Run 1, wiring heat map:
Scale: 4 px per µm. 20 x 20 tiles, from white (low) to dark blue (high), scaled to the fullest tile. Values are wire area over tile area, all layers added.
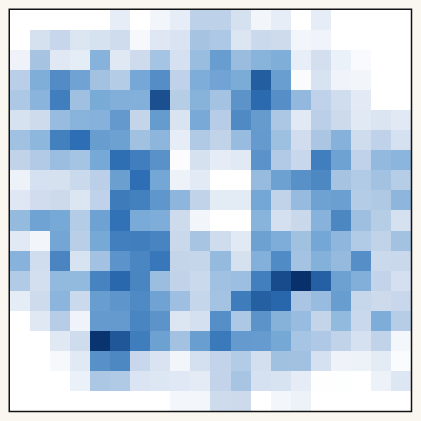
Run 1, track usage over the die:
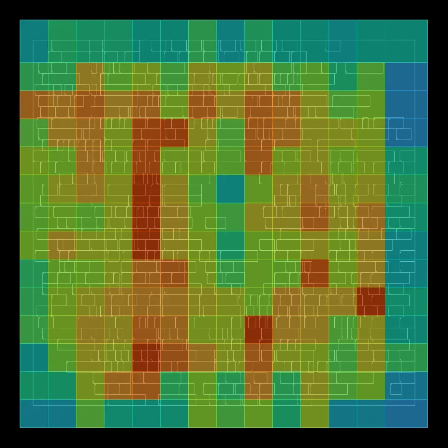
Run 1, logic cells by family:
Scale: 6 px per µm.
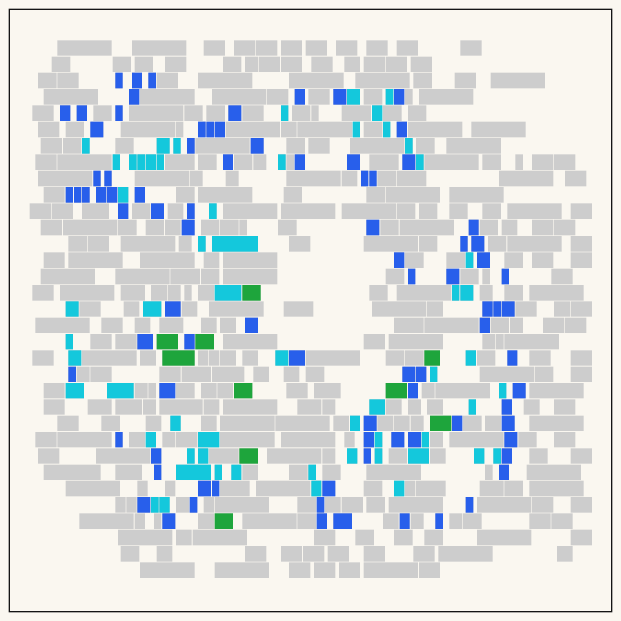
===== src/rtl/multicycle_stage_sequencer.sv =====
// Multicycle stage sequencer. It steps the datapath through NUM_STAGES stages,
// stalls the memory stage until RAM1_MFC arrives or a timeout expires, stops at
// instruction boundaries, and keeps instruction and active-cycle counters.
// Legal parameters: 3 <= NUM_STAGES <= 6, 2 <= MEM_STAGE < NUM_STAGES,
// 1 <= MFC_TIMEOUT <= 255, and 2**STAGE_W - 1 > NUM_STAGES.
module multicycle_stage_sequencer #(
  parameter int unsigned NUM_STAGES  = 5,
  parameter int unsigned MEM_STAGE   = 4,
  parameter int unsigned MFC_TIMEOUT = 15,
  parameter int unsigned STAGE_W     = 3
) (
  input  logic                  Clock,
  input  logic                  Reset_L,
  input  logic                  Run,
  input  logic                  Halt_Req,
  input  logic                  Mem_Access,
  input  logic                  Mem_Write,
  input  logic                  RAM1_MFC,
  output logic [STAGE_W-1:0]    Stage,
  output logic [NUM_STAGES-1:0] Stage_OneHot,
  output logic                  IR_Enable,
  output logic                  PC_Enable,
  output logic                  RAM1_Read,
  output logic                  RAM1_Write_L,
  output logic                  Stall,
  output logic                  Mem_Timeout,
  output logic [31:0]           Instr_Count,
  output logic [31:0]           Cycle_Count
);

  localparam int unsigned CNT_W  = 32;
  localparam int unsigned WAIT_W = 8;

  localparam logic [STAGE_W-1:0] STAGE_IDLE  = '0;
  localparam logic [STAGE_W-1:0] STAGE_HALT  = '1;
  localparam logic [STAGE_W-1:0] STAGE_FIRST = STAGE_W'(1);
  localparam logic [STAGE_W-1:0] STAGE_LAST  = STAGE_W'(NUM_STAGES);
  localparam logic [STAGE_W-1:0] STAGE_MEM   = STAGE_W'(MEM_STAGE);
  localparam logic [WAIT_W-1:0]  WAIT_LIMIT  = WAIT_W'(MFC_TIMEOUT - 1);

  typedef enum logic [1:0] {
    MODE_IDLE   = 2'd0,
    MODE_RUN    = 2'd1,
    MODE_HALTED = 2'd2
  } mode_e;

  mode_e                  mode_q, mode_d;
  logic [STAGE_W-1:0]     stage_q, stage_d;
  logic [WAIT_W-1:0]      wait_q, wait_d;
  logic                   timeout_q, timeout_d;
  logic [CNT_W-1:0]       instr_q, instr_d;
  logic [CNT_W-1:0]       cycle_q, cycle_d;
  logic [NUM_STAGES-1:0]  onehot_q, onehot_d;
  logic                   stage1_q, stage1_d;
  logic                   read_q, read_d;
  logic                   write_l_q, write_l_d;
  logic                   stall_q, stall_d;
  logic                   in_mem_d;

  // Next-state: stage sequencing, MFC wait/timeout and counters
  always_comb begin
    mode_d    = mode_q;
    stage_d   = stage_q;
    wait_d    = wait_q;
    timeout_d = timeout_q;
    instr_d   = instr_q;
    cycle_d   = cycle_q;
    unique case (mode_q)
      MODE_IDLE: begin
        if (Run && !Halt_Req) begin
          mode_d  = MODE_RUN;
          stage_d = STAGE_FIRST;
        end
      end
      MODE_RUN: begin
        if (cycle_q != '1) cycle_d = cycle_q + CNT_W'(1);
        if (stage_q == STAGE_MEM && Mem_Access && !RAM1_MFC) begin
          if (wait_q == WAIT_LIMIT) begin
            mode_d    = MODE_HALTED;
            stage_d   = STAGE_HALT;
            timeout_d = 1'b1;
            wait_d    = '0;
          end else begin
            wait_d = wait_q + WAIT_W'(1);
          end
        end else if (stage_q == STAGE_LAST) begin
          instr_d = instr_q + CNT_W'(1);
          wait_d  = '0;
          if (Halt_Req || !Run) begin
            mode_d  = MODE_IDLE;
            stage_d = STAGE_IDLE;
          end else begin
            stage_d = STAGE_FIRST;
          end
        end else begin
          stage_d = stage_q + STAGE_W'(1);
          wait_d  = '0;
        end
      end
      default: begin
        mode_d  = MODE_HALTED;
        stage_d = STAGE_HALT;
      end
    endcase
  end

  // Output decode from the next state so registered outputs align with Stage
  always_comb begin
    onehot_d  = '0;
    in_mem_d  = (mode_d == MODE_RUN) && (stage_d == STAGE_MEM);
    stage1_d  = (mode_d == MODE_RUN) && (stage_d == STAGE_FIRST);
    read_d    = in_mem_d && Mem_Access && !Mem_Write;
    write_l_d = !(in_mem_d && Mem_Access && Mem_Write);
    stall_d   = in_mem_d && (mode_q == MODE_RUN) && (stage_q == STAGE_MEM);
    for (int unsigned k = 0; k < NUM_STAGES; k++) begin
      onehot_d[k] = (mode_d == MODE_RUN) && (stage_d == STAGE_W'(k + 1));
    end
  end

  // State and registered outputs
  always_ff @(posedge Clock or negedge Reset_L) begin
    if (!Reset_L) begin
      mode_q    <= MODE_IDLE;
      stage_q   <= STAGE_IDLE;
      wait_q    <= '0;
      timeout_q <= 1'b0;
      instr_q   <= '0;
      cycle_q   <= '0;
      onehot_q  <= '0;
      stage1_q  <= 1'b0;
      read_q    <= 1'b0;
      write_l_q <= 1'b1;
      stall_q   <= 1'b0;
    end else begin
      mode_q    <= mode_d;
      stage_q   <= stage_d;
      wait_q    <= wait_d;
      timeout_q <= timeout_d;
      instr_q   <= instr_d;
      cycle_q   <= cycle_d;
      onehot_q  <= onehot_d;
      stage1_q  <= stage1_d;
      read_q    <= read_d;
      write_l_q <= write_l_d;
      stall_q   <= stall_d;
    end
  end

  assign Stage        = stage_q;
  assign Stage_OneHot = onehot_q;
  assign IR_Enable    = stage1_q;
  assign PC_Enable    = stage1_q;
  assign RAM1_Read    = read_q;
  assign RAM1_Write_L = write_l_q;
  assign Stall        = stall_q;
  assign Mem_Timeout  = timeout_q;
  assign Instr_Count  = instr_q;
  assign Cycle_Count  = cycle_q;

endmodule


===== config.mk =====
export PLATFORM = sky130hd
export DESIGN_NAME = multicycle_stage_sequencer
export DESIGN_NICKNAME = d
export VERILOG_FILES = /design/src/rtl/multicycle_stage_sequencer.sv
export SDC_FILE = /design/constraint.sdc
export NUM_CORES = 1
export LEC_CHECK = 0
export CORE_MARGIN = 3
export CORE_UTILIZATION = 46
export DETAILED_ROUTE_END_ITERATION = 16
export HOLD_SLACK_MARGIN = 0.15
export MAX_ROUTING_LAYER = met4
export PLACE_DENSITY = 0.76
export SKIP_LAST_GASP = 1
export SLEW_MARGIN = 5
export SYNTH_ARGS = -nofsm -noshare
export SYNTH_HDL_FRONTEND = slang
export SYNTH_SLANG_ARGS = --single-unit

===== constraint.sdc =====
create_clock -name Clock -period 2.1 [get_ports Clock]
set_clock_uncertainty 0.05 [all_clocks]
set_input_delay 0.315 -clock Clock [delete_from_list [all_inputs] [get_ports Clock]]
set_output_delay 0.315 -clock Clock [all_outputs]
set_load 0.01 [all_outputs]

==> run_results.csv, run 1 <==
group,metric,value,unit
run_status,status,"complete, no violations",
pwr,leakage,0.00230,µW
floorplan,num_io_pins,85,
yosys,common_cells,"dfrtp_1, xnor2_1, nand3_1",
pwr,power,4570,µW
drt,dr_wl_met3,393,µm
pwr,clkPwrFrac,24.9,%
pwr,comb_power,1430,µW
yosys,ys_cells,383,
global_route,first_global_vias,3415,
placed_design,io_buffer_count,84,
floorplan,floorplan.core_util,48.4,%
timing,finalMaxSlewViolations,0,
global_route,antenna_found_initial,0,
global_route,overflow,0,
pwr,internal_power,3080,µW
critical_path,r2r_end,"RAM1_Write_L$_DFF_PN1_",
critical_path,slowest_delay,0.40,ns
clock_tree,tritoncts,"done",
critical_path,cp_num_cells,8,
global_route,grt.busiest_layer,"met2",
yosys,mux_share,0.798,%
final_layout,synthToLayoutAreaGrowth,34.9,%
yosys,adder_share,1.23,%
yosys,top_cell_area_share,52.1,%
job,maxCapViolations,0,
critical_path,r2r_cells,8,
final_layout,buffer_area_share,20.3,%
floorplan,dieHeight,100,µm
clock_tree,clockBufferDepth,2,
yosys,syn-num-nets,394,
critical_path,endpoint_kind,"flop",
clock_tree,htree_levels,3,
clock_tree,clk_pin_slew,0.09,ns
pwr,seqPwrFrac,43.7,%
clock_tree,ctsResizeCount,1,
clock_tree,cts_setup_buffers,0,
drt,drt.antenna.violating_nets,0,
clock_tree,cts_sinks,86,
critical_path,cp-startpoint,"wait_q[0]$_DFFE_PN0P_",
critical_path,setup.worst_path.end,"RAM1_Write_L$_DFF_PN1_",
drt,detail_route.vias_per_cell,5.48,
timing,timing.final.crit_share,95.1,%
floorplan,chip_area,0.0100,mm²
final_layout,postLayoutCellArea,0.00550,mm²
pwr,p_seq,2000,µW
placed_design,dpl.cell_count,594,
placed_design,dpl_cell_area,0.00524,mm²
yosys,xor_share,12.2,%
pwr,swShare,32.5,%
placed_design,gp_congestion,0.885,
final_layout,layout.cells.non_filler,614,
drt,top_layer_used,"met4",
drt,first_pass_iters,4,
critical_path,reg2reg_slack,0.10,ns
yosys,synth-compound-area-share,6.13,%
floorplan,row_count,33,
floorplan,coreArea,0.00842,mm²
critical_path,cp.arrival,2.24,ns
yosys,numSynthFlops,86,
pwr,p_comb_share,31.4,%
pwr,p_per_area,831,mW/mm²
critical_path,cp_num_buf_inv,2,
timing,fin_hold_ws,0.366,ns
yosys,largest_area_cell,"dfrtp_1",
global_route,grt_pass1_wl,15900,µm
yosys,ff_type,"dfrtp_1",
final_layout,clkbuf_count,11,
hold_path,hold_path.class,"input port to async pin",
critical_path,critPathSlowestCell,"or3_1",
placed_design,dpl.hpwl,7070,µm
yosys,async_flop_share,100,%
timing,max_slew_margin,68.5,%
critical_path,crit_chain,"inv_1 > ha_1 > or4b_1 > nor3_2 > buf_4 > a311oi_2 > nand3_1 > or3_1",
yosys,logic_family,"simple AND/OR/NAND/NOR gates",
clock_tree,numCtsBuffers,9,
timing,setup_ws,0.102,ns
yosys,ys_warn_count,0,
final_layout,largest_class,"sequential cells",
timing,setup-violations-final,0,
final_layout,nNonClkInverters,12,
final_layout,flops,86,
pwr,power_leader,"sequential cells",
yosys,synth_cells,383,
final_layout,seq_area,0.00215,mm²
timing,worst_slew_pin_slew,0.469,ns
pwr,pg_clk,1140,µW
final_layout,n_all_buffers,119,
yosys,top_cell,"dfrtp_1",
pwr,ir_drop,0.610,mV
yosys,synth-edff-count,0,
yosys,syn_area,0.00408,mm²
timing,final.min_clock_period,2.00,ns
final_layout,clock_tree_area_fraction,3.50,%
yosys,yosys.cell_types.count,56,
timing,final_hold_viol_count,0,
critical_path,path_class,"flop to flop",
yosys,postSynthSeqShare,52.8,%
job,warning_count,28,
final_layout,logic_area,0.00186,mm²
final_layout,final_cell_mix,"dfrtp_1, clkdlybuf4s50_1, xnor2_1",
critical_path,startpoint_type,"flop",
drt,drc,0,
yosys,synth.area.top_cells,"dfrtp_1, xnor2_1, nand3_1, nand4_1, xor2_1",
critical_path,r2r-start,"wait_q[0]$_DFFE_PN0P_",
final_layout,drive_gt1_share,13.9,%
yosys,ys_chip_area,0.00408,mm²
drt,drt_iter0_drc,78,
clock_tree,cts_hold_buffers,1,
yosys,yosys.area_share.simple,24.3,%
floorplan,num_tap_cells,105,
critical_path,cp_max_fo,4,
timing,rsz0062_at_grt,"yes",
global_route,grtUsageMet2,34.1,%
final_layout,antenna_cells,0,
timing,fin_tns_setup,0,ns
final_layout,nets,515,
critical_path,cp.required,2.34,ns
critical_path,critical_path.top_delay_family,"simple AND/OR/NAND/NOR gates",
final_layout,nFillCells,698,
drt,routed_wl,9590,µm
global_route,grt_max_degree,40,
clock_tree,insertion_delay,0.37,ns
final_layout,seq-cell-share,39.1,%
drt,dr_wl_met2,4830,µm
Back to the opening pictures, 'wiring heat map':
The mean over all tiles is 0.15. 13% of the tiles are nearly empty. The emptiest ninth of the die: upper right. 23% of the tiles are over half the peak. The fullest tile reaches 0.47.
gr usage total: 20.3%
via count: 3367
wire length per cell: 15.6 µm

Back to the opening pictures, 'track usage over the die':
fin util: 65.3%
met1 Track Usage GR: 25.1%
routing usage on met3: 4.03%

Back to the opening pictures, 'logic cells by family':
Key: nand cells = blue [cells 87, where spread over the die]; non-inverting ao/oa cells = green [cells 10]; nor cells = cyan [cells 58]
most frequent logic cell in the layout: dfrtp_1
multi-input combinational area share: 33.9%

## Run 2: what changed since run 1
- CORE_MARGIN: 3 -> 4
- RECOVER_POWER: unset -> 100
- SETUP_SLACK_MARGIN: unset -> 0.02
Run 2, clock wires, drivers and flops:
Scale: 4 px per µm.
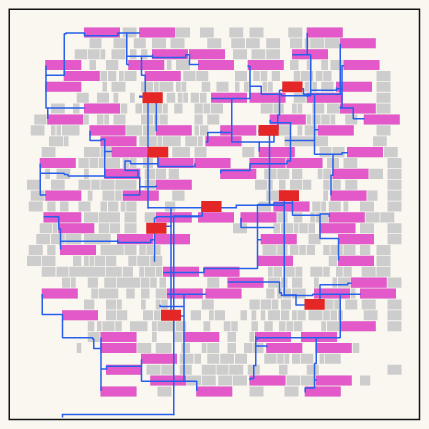
Key: clock wires = blue [length 1070 µm]; clock drivers = red [count 9]; flip-flops = magenta [count 86]
Position of the flops: spread over the die.
clk_lat worst skew: 0.35 ns
clock group total power: 1120 µW
Clock Power Share: 24.4%

Run 2, close-up of the layout:
Region (36, 16) to (66, 46) µm. Cells in grey, sequential cells in the stronger grey; small squares are vias.
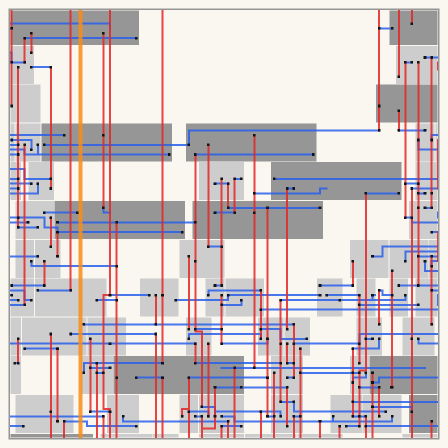
Key: metal 1 = blue; metal 2 = red; metal 4 = orange
Netlist names of flops here include Cycle_Count (5), wait_q (3). Most frequent: dfrtp_1 (8), nor2_1 (5). Sequential cells in the window: 8. 49 logic cells have their middle in the window.

Run 2, logic cells by family:
Scale: 6 px per µm.
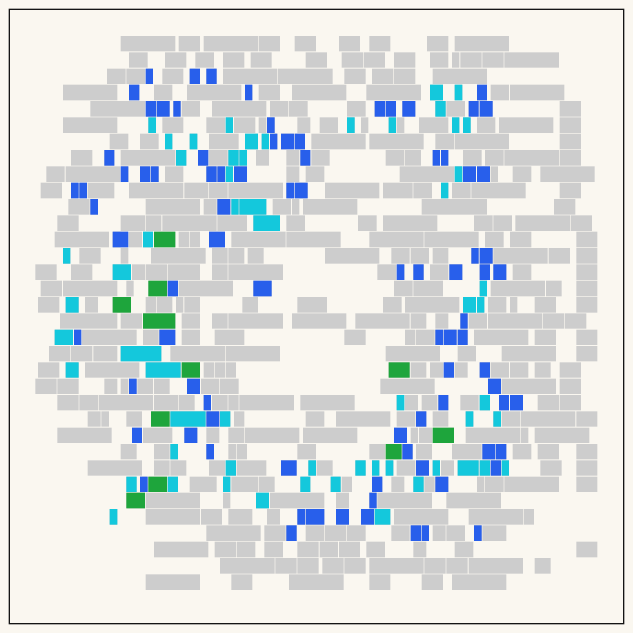
Key: nand cells = blue [cells 87]; nor cells = cyan [cells 58]; non-inverting ao/oa cells = green [cells 11]
non-filler cells, final: 615
multi-input combinational area share: 34.5%

==> run_results.csv, run 2 <==
group,metric,value,unit
floorplan,row_count,34,
global_route,grt_pass1_wl,15700,µm
pwr,power_leader,"sequential cells",
global_route,first_global_vias,3308,
global_route,use_met1,25.7,%
drt,drt-met1-wl,4440,µm
pwr,swShare,31.8,%
critical_path,r2r_end,"Stage_OneHot[2]$_DFF_PN0_",
floorplan,chip_area,0.0104,mm²
drt,vias,3329,
drt,dr_wl_met2,4650,µm
yosys,synth-compound-area-share,6.13,%
yosys,ff_type,"dfrtp_1",
global_route,antenna_found_initial,0,
critical_path,cp_num_cells,8,
timing,worst_slew_pin_slew,1.03,ns
drt,dr_wl_met3,382,µm
clock_tree,ctsResizeCount,1,
timing,timing.final.crit_share,96.9,%
critical_path,setup.worst_path.end,"Stage_OneHot[2]$_DFF_PN0_",
run_status,status,"complete, no violations",
pwr,internal_power,3130,µW
final_layout,nNonClkInverters,12,
yosys,ys_chip_area,0.00408,mm²
floorplan,num_tap_cells,108,
critical_path,r2r-start,"wait_q[0]$_DFFE_PN0P_",
final_layout,buffer_area_share,19.7,%
clock_tree,cts_setup_buffers,0,
final_layout,clkbuf_count,11,
yosys,logic_family,"simple AND/OR/NAND/NOR gates",
drt,drt_iter0_drc,77,
yosys,syn-num-nets,394,
drt,first_pass_iters,4,
timing,setup-violations-final,0,
floorplan,num_io_pins,85,
final_layout,logic_area,0.00190,mm²
critical_path,cp-startpoint,"wait_q[0]$_DFFE_PN0P_",
yosys,common_cells,"dfrtp_1, xnor2_1, nand3_1",
global_route,grt_usage,19.7,%
final_layout,seq-cell-share,39.2,%
final_layout,synthToLayoutAreaGrowth,34.5,%
critical_path,reg2reg_slack,0.06,ns
clock_tree,clk_pin_slew,0.08,ns
pwr,seqPwrFrac,44.2,%
pwr,ir_drop,0.685,mV
clock_tree,clockBufferDepth,2,
global_route,overflow,0,
placed_design,dpl_cell_area,0.00522,mm²
yosys,ys_warn_count,0,
critical_path,cp_max_fo,5,
pwr,p_seq,2030,µW
pwr,comb_power,1440,µW
global_route,grt_max_degree,48,
final_layout,postLayoutCellArea,0.00549,mm²
final_layout,nFillCells,713,
clock_tree,htree_levels,3,
yosys,ys_cells,383,
yosys,top_cell,"dfrtp_1",
final_layout,flops,86,
yosys,top_cell_area_share,52.1,%
job,maxCapViolations,0,
final_layout,drive_gt1_share,13.4,%
placed_design,dpl.cell_count,595,
global_route,grtUsageMet2,31.3,%
critical_path,cp_num_buf_inv,2,
timing,fin_hold_ws,0.341,ns
floorplan,coreArea,0.00868,mm²
floorplan,floorplan.core_util,47.0,%
timing,setup_ws,0.0646,ns
yosys,postSynthSeqShare,52.8,%
placed_design,io_buffer_count,84,
drt,drc,0,
drt,routed_wl,9600,µm
pwr,leakage,0.00228,µW
critical_path,r2r_cells,8,
yosys,async_flop_share,100,%
yosys,syn_area_per_cell,10.6,µm²
final_layout,final_util,63.2,%
drt,drt.antenna.violating_nets,0,
placed_design,dpl.hpwl,7080,µm
final_layout,largest_class,"sequential cells",
placed_design,gp_congestion,0.873,
job,warning_count,28,
floorplan,dieHeight,102,µm
pwr,power,4590,µW
pwr,p_comb_share,31.5,%
critical_path,cp.arrival,2.26,ns
pwr,p_per_area,836,mW/mm²
timing,finalMaxSlewViolations,0,
global_route,grt.busiest_layer,"met2",
clock_tree,cts_sinks,86,
final_layout,final_cell_mix,"dfrtp_1, clkdlybuf4s50_1, xnor2_1",
critical_path,critical_path.top_delay_family,"simple AND/OR/NAND/NOR gates",
yosys,mux_share,0.798,%
yosys,syn_area,0.00408,mm²
yosys,synth_cells,383,
global_route,met3_usage,2.80,%
critical_path,critPathSlowestCell,"or4b_4",
timing,rsz0062_at_grt,"yes",
drt,top_layer_used,"met4",
hold_path,hold_path.class,"input port to async pin",
yosys,yosys.cell_types.count,56,
yosys,adder_share,1.23,%
timing,max_slew_margin,31.4,%
critical_path,startpoint_type,"flop",
timing,final.min_clock_period,2.04,ns
critical_path,slowest_delay,0.46,ns
drt,detail_route.vias_per_cell,5.41,
timing,final_hold_viol_count,0,
clock_tree,tritoncts,"done",
clock_tree,cts_hold_buffers,1,
yosys,xor_share,12.2,%
critical_path,path_class,"flop to flop",
final_layout,seq_area,0.00215,mm²
timing,fin_tns_setup,0,ns
final_layout,clock_tree_area_fraction,3.28,%
yosys,largest_area_cell,"dfrtp_1",
critical_path,cp.required,2.32,ns
## Run 3: what changed since run 2
- TNS_END_PERCENT: unset -> 1
Run 3, close-up of the layout:
Region (36, 16) to (66, 46) µm. Cells in grey, sequential cells in the stronger grey; small squares are vias.
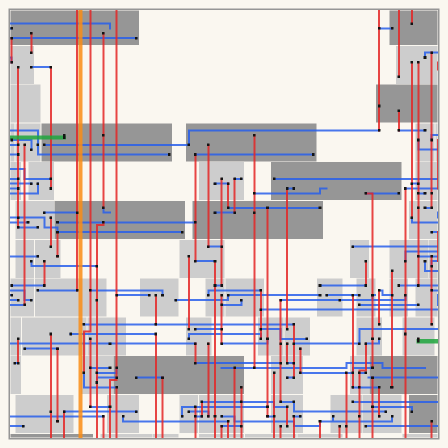
Key: metal 1 = blue; metal 3 = green; metal 2 = red; metal 4 = orange
49 logic cells have their middle in the window. Most frequent: dfrtp_1 (8), nor2_1 (5). Sequential cells in the window: 8. Netlist names of flops here include Cycle_Count (5), wait_q (3).

Run 3, metal 4:
Scale: 4 px per µm. Supply wires on this layer in grey.
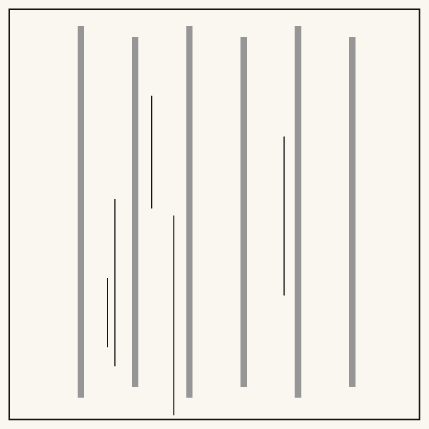
The layer holds 1.9% of the routed length. The wires run mostly vertical. The longest straight run is 49.6 µm. 4 nets have wire on it. The layer carries 175 µm of wire.
via count: 3327
final wirelength: 9400 µm

Run 3, track usage over the die:
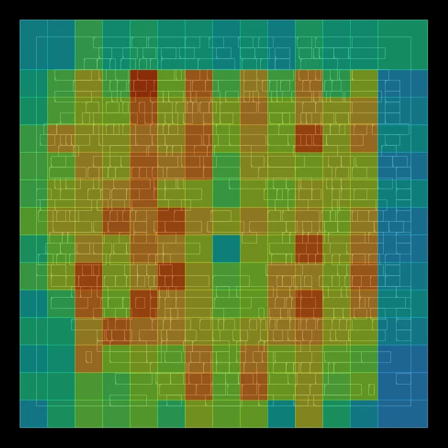
grt met2 use: 31.3%
fin util: 62.2%
global route hottest layer: met2
met1 Track Usage GR: 25.7%
routing usage on met3: 2.80%

==> run_results.csv, run 3 <==
group,metric,value,unit
final_layout,synthToLayoutAreaGrowth,32.4,%
final_layout,sh_comb_area,34.0,%
final_layout,antenna_cells,0,
yosys,synth-edff-count,0,
critical_path,path_class,"flop to flop",
clock_tree,htree_levels,3,
critical_path,cp_num_cells,8,
pwr,ir_drop,0.613,mV
final_layout,seq_area,0.00215,mm²
final_layout,drive_gt1_share,10.7,%
drt,first_pass_iters,4,
drt,dr_wl_met3,390,µm
pwr,leakage,0.00248,µW
critical_path,setup.worst_path.end,"Stage_OneHot[2]$_DFF_PN0_",
floorplan,dieHeight,102,µm
critical_path,crit_chain,"inv_1 > ha_1 > or4b_1 > nor3_1 > buf_4 > nand3b_1 > a21o_4 > and4_1",
floorplan,chip_area,0.0104,mm²
critical_path,cp_max_fo,9,
pwr,swShare,31.8,%
floorplan,floorplan.core_util,47.0,%
timing,timing.fmax,489,MHz
final_layout,comb.multi_input.count,276,
critical_path,slowest_delay,0.44,ns
final_layout,postLayoutCellArea,0.00540,mm²
yosys,logic_family,"simple AND/OR/NAND/NOR gates",
timing,rsz0062_at_grt,"yes",
pwr,pg_clk,1120,µW
pwr,comb_power,1310,µW
clock_tree,numCtsBuffers,9,
timing,final_hold_viol_count,0,
critical_path,reg2reg_slack,0.05,ns
floorplan,num_tap_cells,108,
global_route,overflow,0,
timing,setup_ws,0.0536,ns
critical_path,startpoint_type,"flop",
timing,finalMaxSlewViolations,0,
run_status,status,"complete, no violations",
yosys,yosys.cell_types.count,56,
timing,timing.final.crit_share,97.4,%
hold_path,min_from,"Instr_Count[31]$_DFFE_PN0P_",
pwr,clkPwrFrac,25.2,%
final_layout,nNonClkInverters,12,
drt,drt_iter0_drc,76,
final_layout,logic_area,0.00184,mm²
yosys,synth-compound-area-share,6.13,%
pwr,p_comb_share,29.5,%
yosys,async_flop_share,100,%
final_layout,layout.cells.non_filler,611,
pwr,p_per_area,823,mW/mm²
pwr,internal_power,3030,µW
clock_tree,insertion_delay,0.35,ns
placed_design,dpl_cell_area,0.00522,mm²
yosys,common_cells,"dfrtp_1, xnor2_1, nand3_1",
yosys,largest_area_cell,"dfrtp_1",
critical_path,cp_num_buf_inv,2,
critical_path,r2r-start,"wait_q[0]$_DFFE_PN0P_",
yosys,postSynthSeqShare,52.8,%
job,maxCapViolations,0,
clock_tree,clk_pin_slew,0.09,ns
yosys,yosys.area_share.simple,24.3,%
timing,setup-violations-final,0,
final_layout,largest_class,"sequential cells",
yosys,synth_cells,383,
yosys,ff_type,"dfrtp_1",
floorplan,row_count,34,
pwr,p_seq,2020,µW
pwr,power_leader,"sequential cells",
yosys,syn_area_per_cell,10.6,µm²
timing,fin_tns_setup,0,ns
yosys,numSynthFlops,86,
floorplan,coreArea,0.00868,mm²
timing,fin_hold_ws,0.435,ns
critical_path,critPathSlowestCell,"or4b_1",
yosys,ys_cells,383,
yosys,adder_share,1.23,%
timing,worst_slew_pin_slew,1.31,ns
clock_tree,ctsResizeCount,1,
job,warning_count,28,
floorplan,num_io_pins,85,
final_layout,flops,86,
yosys,top_cell_area_share,52.1,%
critical_path,critical_path.top_delay_family,"simple AND/OR/NAND/NOR gates",
global_route,grt_pass1_wl,15700,µm
final_layout,n_all_buffers,114,
final_layout,nFillCells,728,
pwr,seqPwrFrac,45.3,%
pwr,power,4450,µW
yosys,syn_area,0.00408,mm²
clock_tree,cts_setup_buffers,0,
global_route,grt_max_degree,48,
global_route,grt_usage,19.7,%
yosys,ys_chip_area,0.00408,mm²
global_route,first_global_vias,3308,
final_layout,buffer_area_share,19.5,%
drt,dr_wl_met2,4440,µm
yosys,syn-num-nets,394,
critical_path,cp-startpoint,"wait_q[0]$_DFFE_PN0P_",
drt,drt-met1-wl,4390,µm
yosys,xor_share,12.2,%
floorplan,die_x,102,µm
final_layout,clkbuf_count,11,
global_route,antenna_found_initial,0,
placed_design,dpl.cell_count,595,
final_layout,seq-cell-share,39.9,%
yosys,mux_share,0.798,%
final_layout,nets,510,
clock_tree,cts_sinks,86,
drt,top_layer_used,"met4",
placed_design,dpl.hpwl,7080,µm
final_layout,final_cell_mix,"dfrtp_1, dlygate4sd3_1, xnor2_1",
timing,max_slew_margin,12.4,%
timing,final.min_clock_period,2.05,ns
clock_tree,clockBufferDepth,2,
yosys,synth.area.top_cells,"dfrtp_1, xnor2_1, nand3_1, nand4_1, xor2_1",
final_layout,final_common_cell,"dfrtp_1",
final_layout,clock_tree_area_fraction,3.34,%
drt,detail_route.vias_per_cell,5.45,
yosys,top_cell,"dfrtp_1",
clock_tree,tritoncts,"done",
yosys,ys_warn_count,0,
critical_path,endpoint_kind,"flop",
clock_tree,cts_hold_buffers,1,
drt,wl_per_cell,15.4,µm
drt,drc,0,
placed_design,gp_congestion,0.873,
critical_path,r2r_end,"Stage_OneHot[2]$_DFF_PN0_",
critical_path,cp.arrival,2.27,ns
critical_path,r2r_cells,8,
drt,drt.antenna.violating_nets,0,
hold_path,hold_path.class,"flop to flop",
critical_path,cp.required,2.33,ns
hold_path,hold_depth,1,
Power is estimated from default activity; no workload was simulated.
